==> config.mk <==
export PLATFORM = sky130hd
export DESIGN_NAME = alu_share_ctrl
export DESIGN_NICKNAME = d
export VERILOG_FILES = /design/src/rtl/alu_ctrl_pkg.sv /design/src/rtl/alu_rr_arb2.sv /design/src/rtl/alu_share_ctrl.sv
export SDC_FILE = /design/constraint.sdc
export NUM_CORES = 1
export LEC_CHECK = 0
export ABC_AREA = 0
export CORE_MARGIN = 1.5
export CORE_UTILIZATION = 38
export CTS_CLUSTER_DIAMETER = 80
export DETAILED_ROUTE_END_ITERATION = 8
export PLACE_DENSITY = 0.8
export SYNTH_ARGS = -nofsm -noshare
export SYNTH_HDL_FRONTEND = slang
export SYNTH_SLANG_ARGS = --single-unit
==> constraint.sdc <==
create_clock -name clk -period 2.45 [get_ports clk]
set_input_delay 0.49 -clock clk [delete_from_list [all_inputs] [get_ports clk]]
set_output_delay 0.49 -clock clk [all_outputs]
set_load 0.02 [all_outputs]
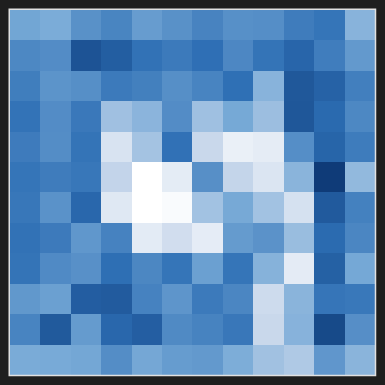
(placement density heat map)
Scale: 3 px per um. 12 x 12 tiles, from white (low) to dark blue (high), 0 to 100% covered.
fullest tile = 96%
mean over tiles = 57%
tiles over 75% full = 13%
emptiest ninth of the die = centre
nearly empty tiles = 1.4%
Initial Util: 38.63%
core area: 0.01383 mm^2
Finished Core Util: 62.39%

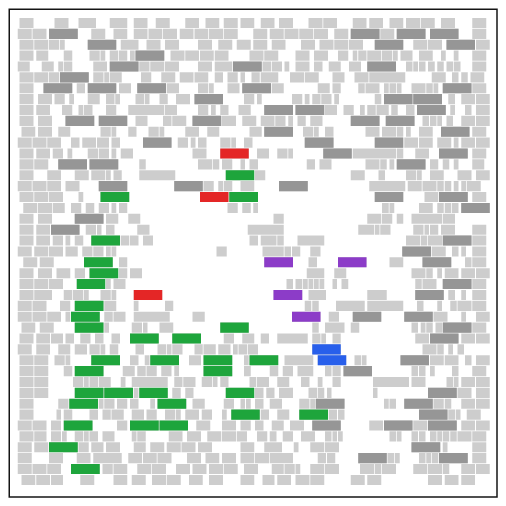
(sequential cells coloured by netlist name)
Scale: 4 px per um. Other sequential cells in the stronger grey, the rest of the logic in the fainter grey.
red -> op_q  # sequential cells 3
purple -> cnt_q  # sequential cells 4, where centre
green -> b_q  # sequential cells 32
blue -> state_q  # sequential cells 2
not coloured = 67
Seq/total area: 25.06%
Seq. pwr: 0.00214 W
Register Area: 0.002162 mm^2

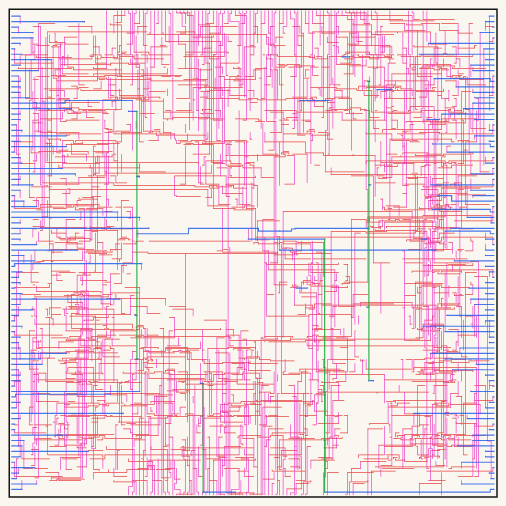
(routed metal, one colour a layer)
Scale: 4 px per um.
blue -> met3  # wire length 1280 um
magenta -> met2  # wire length 8330 um
green -> met4  # wire length 227 um
red -> met1  # wire length 6430 um
Routed WL per cell: 15.36 um
detailed-route via count: 5183
Post-Route WL: 16260 um

==> results.json <==
{
  "status": "finished clean",
  "peakVddDrop_uv": 312.5,
  "antenna_found_initial": 0,
  "postCtsSetupBuffers": 0,
  "p_leak_nw": 3.870,
  "grt_pass1_wl_um": 24370,
  "slew_viol_final": 0,
  "final_common_cell": "clkdlybuf4s50_1",
  "hold_viol_final": 0,
  "whs_path_depth": 2,
  "vias_per_cell": 4.894,
  "slowest_delay_ps": 370,
  "yosys-stat-cells": 618,
  "comb-cell-share_pct": 31.36,
  "root_buffer": "clkbuf_16",
  "inv_count": 4,
  "place_area_mm2": 0.008354,
  "overflow": 0,
  "pwr-share-seq_pct": 39.9,
  "ys_top_logic_family": "simple AND/OR/NAND/NOR gates",
  "drive_gt1_share_pct": 5.006,
  "critPathTopFamily": "buffers and inverters",
  "cp_cell_sequence": "nor2b_4 -> buf_4 -> buf_12 -> and2_1 -> dlygate4sd2_1",
  "tritoncts": "yes",
  "path_clk_slew_ps": 70,
  "final-nonclk-buf-share_pct": 37.49,
  "top_area_share_pct": 40.48,
  "warning_count": 31,
  "ctsResizeCount": 65,
  "area_growth_pct": 61.51,
  "placedCellCount": 1041,
  "synth_flops": 108,
  "wl_met1_um": 6428,
  "common_cells": "dfxtp_1 (108), and2_1 (68), mux2i_1 (68), nor2_1 (68), a211oi_1 (67)",
  "period_used_pct": 95.64,
  "largest_class": "buffers",
  "netlist-cell-type-count": 33,
  "clock_latency_ps": 340,
  "area_leaders": "dfxtp_1 (40%), mux2i_1 (13%), a211oi_1 (9.4%)",
  "clock-sinks": 108,
  "edf_count": 0,
  "power_leader": "registers",
  "nClkBuffers": 13,
  "ys_sh_mux_pct": 12.95,
  "ff_count": 108,
  "yosys.area_share.aoi_pct": 13.82
}
Power is estimated from default activity; no workload was simulated.
